$ cat src/rtl/decodifica_hamming.sv
// Hamming(15,11) single-error-correcting decoder.
// Two-stage valid/ready pipeline: stage 1 registers the codeword and its
// syndrome, stage 2 corrects the flagged bit and extracts the 11 data bits.
// A saturating counter tracks how many delivered words needed a correction.
module decodifica_hamming #(
  parameter int CNT_W = 16
) (
  input  logic             clk,
  input  logic             rst,
  input  logic [14:0]      entrada,
  input  logic             entrada_valid,
  output logic             entrada_ready,
  output logic [10:0]      saida,
  output logic             erro,
  output logic [3:0]       posicao_erro,
  output logic             saida_valid,
  input  logic             saida_ready,
  input  logic             limpa_contador,
  output logic [CNT_W-1:0] cont_corrigidos
);

  // Syndrome: XOR of the positions (1..15) of every set bit.
  function automatic logic [3:0] calc_sindrome(input logic [14:0] cw);
    logic [3:0] s;
    s = '0;
    for (int i = 0; i < 15; i++) begin
      s = s ^ ({4{cw[i]}} & 4'(i + 1));
    end
    return s;
  endfunction

  // Flip the bit named by the syndrome, then keep only the data positions.
  // A syndrome that names a parity position leaves the data untouched.
  function automatic logic [10:0] corrige_dados(input logic [14:0] cw,
                                                input logic [3:0]  s);
    logic [14:0] c;
    c = cw;
    if (s != 4'd0) begin
      c[s - 4'd1] = ~c[s - 4'd1];
    end
    return {c[14:8], c[6:4], c[2]};
  endfunction

  // Counter increment that sticks at the all-ones value.
  function automatic logic [CNT_W-1:0] sat_inc(input logic [CNT_W-1:0] c);
    return (c == {CNT_W{1'b1}}) ? c : c + CNT_W'(1);
  endfunction

  logic        av;
  logic [14:0] cw_p1;
  logic [3:0]  sind_p1;
  logic        vld_p1;
  logic [10:0] dados_p1;

  // Whole pipeline advances together whenever the output slot is free.
  assign av            = !saida_valid || saida_ready;
  assign entrada_ready = av;
  assign dados_p1      = corrige_dados(cw_p1, sind_p1);

  // ---- stage 1: capture codeword and syndrome ----
  // Stage-1 valid flag.
  always_ff @(posedge clk) begin
    if (rst) begin
      vld_p1 <= 1'b0;
    end else if (av) begin
      vld_p1 <= entrada_valid;
    end
  end

  // Stage-1 data; only meaningful while vld_p1 is set, so it is not reset.
  always_ff @(posedge clk) begin
    if (av) begin
      cw_p1   <= entrada;
      sind_p1 <= calc_sindrome(entrada);
    end
  end

  // ---- stage 2: correction and output registers ----
  // Output registers, cleared on reset so no stale word is visible.
  always_ff @(posedge clk) begin
    if (rst) begin
      saida_valid  <= 1'b0;
      saida        <= '0;
      erro         <= 1'b0;
      posicao_erro <= '0;
    end else if (av) begin
      saida_valid  <= vld_p1;
      saida        <= dados_p1;
      erro         <= (sind_p1 != 4'd0);
      posicao_erro <= sind_p1;
    end
  end

  // Count delivered corrected words; clear takes priority over increment.
  always_ff @(posedge clk) begin
    if (rst || limpa_contador) begin
      cont_corrigidos <= '0;
    end else if (saida_valid && saida_ready && erro) begin
      cont_corrigidos <= sat_inc(cont_corrigidos);
    end
  end

endmodule

$ cat config.mk
export PLATFORM = sky130hd
export DESIGN_NAME = decodifica_hamming
export DESIGN_NICKNAME = d
export VERILOG_FILES = /design/src/rtl/decodifica_hamming.sv
export SDC_FILE = /design/constraint.sdc
export NUM_CORES = 1
export LEC_CHECK = 0
export CORE_UTILIZATION = 40
export DETAILED_ROUTE_END_ITERATION = 16
export PLACE_DENSITY = 0.67
export SYNTH_ARGS = -nofsm -noshare
export SYNTH_HDL_FRONTEND = slang
export SYNTH_SLANG_ARGS = --single-unit
$ cat constraint.sdc
create_clock -name clk -period 2.05 [get_ports clk]
set_input_delay 0.5125 -clock clk [delete_from_list [all_inputs] [get_ports clk]]
set_output_delay 0.5125 -clock clk [all_outputs]
set_load 0.01 [all_outputs]
==> flow_metrics.py <==
# Flow results
metrics = {
    "floorplanning": {
        "boundaryPins": 54,
        "num_tap_cells": 80,
    },
    "placement": {
        "dp_slack_ns": -0.187,
        "io_buffers": 53,
    },
    "job": {
        "tool_warnings": 32,
        "maxCapViolCount": 0,
    },
    "synthesis": {
        "netlist_instances": 274,
        "ys_sh_simple_pct": 20.2,
        "floorplan.nets": 300,
        "async_reset_ff_share_pct": 0,
        "ys_sh_adder_pct": 2.68,
        "most_common_cell": "dfxtp_1",
        "avgSynthCellArea_um2": 10.2,
        "syn_area_um2": 2800,
    },
    "route": {
        "routedWlPerCell_um": 13.9,
        "totalWireLength_um": 5890,
        "wl_met1_um": 2720,
        "wl_met2_um": 2940,
    },
    "setup_path": {
        "critPathArrivalTime_ns": 2.23,
        "cp.required_ns": 2.28,
        "path_depth": 7,
        "setup.worst_path.start": "sind_p1[0]$_DFFE_PP_",
        "worstSetupEndpointType": "flip-flop",
        "crit_buf_inv": 1,
        "reg2regPathDepth": 7,
    },
    "power": {
        "power.switching_uw": 1160,
        "p_comb_share_pct": 42.8,
        "swShare_pct": 33.3,
    },
    "clocking": {
        "post-cts-setup-buffers": 0,
        "htreeDepth": 2,
        "clock_latency_ns": 0.30,
        "clk_path_buf_depth": 2,
        "cts_resized": 3,
    },
    "cells_and_area": {
        "fin_nets": 369,
        "area_growth_pct": 30.8,
        "dominant_cells": "combinational gates",
    },
    "global_route": {
        "gr-total-overflow": 0,
        "grt_pass1_wl_um": 10100,
        "met2_usage_pct": 31.5,
        "use_met3_pct": 3.46,
        "met1_usage_pct": 21.2,
    },
    "timing": {
        "rsz0062_at_grt": "true",
        "post-route-period-util_pct": 97.5,
    },
    "hold_path": {
        "min_from": "posicao_erro[3]$_SDFFE_PP0P_",
    },
    "run_status": {
        "status": "finished clean",
    },
}
**Met1 routing**

Bar = 20 um. Supply wires on this layer in grey.
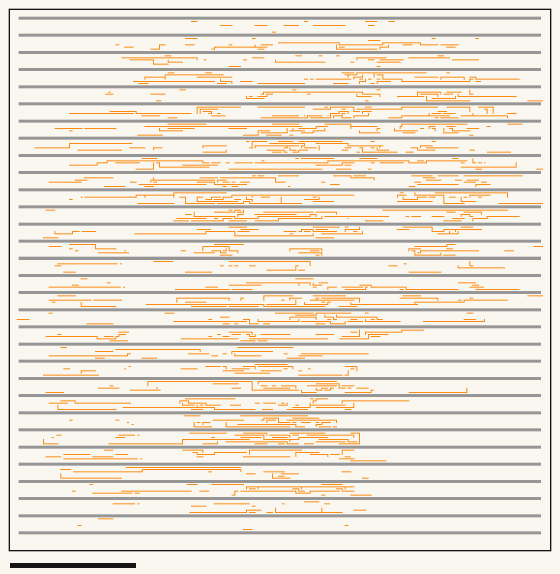
nets with wire on the layer = 325
main direction = horizontal
longest straight run = 24.8 um
wire length on this layer = 2720 um
share of all routed wire = 46%

**Met2 routing**

Bar = 20 um.
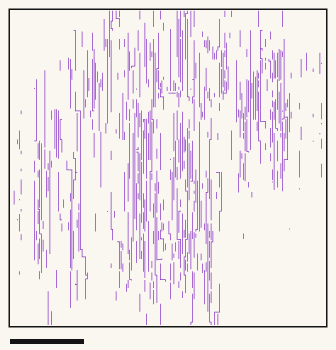
share of all routed wire = 50%
longest straight run = 37.6 um
main direction = vertical
nets with wire on the layer = 319
wire length on this layer = 2940 um

No activity file was given, so power comes from the tool's default toggle rates.
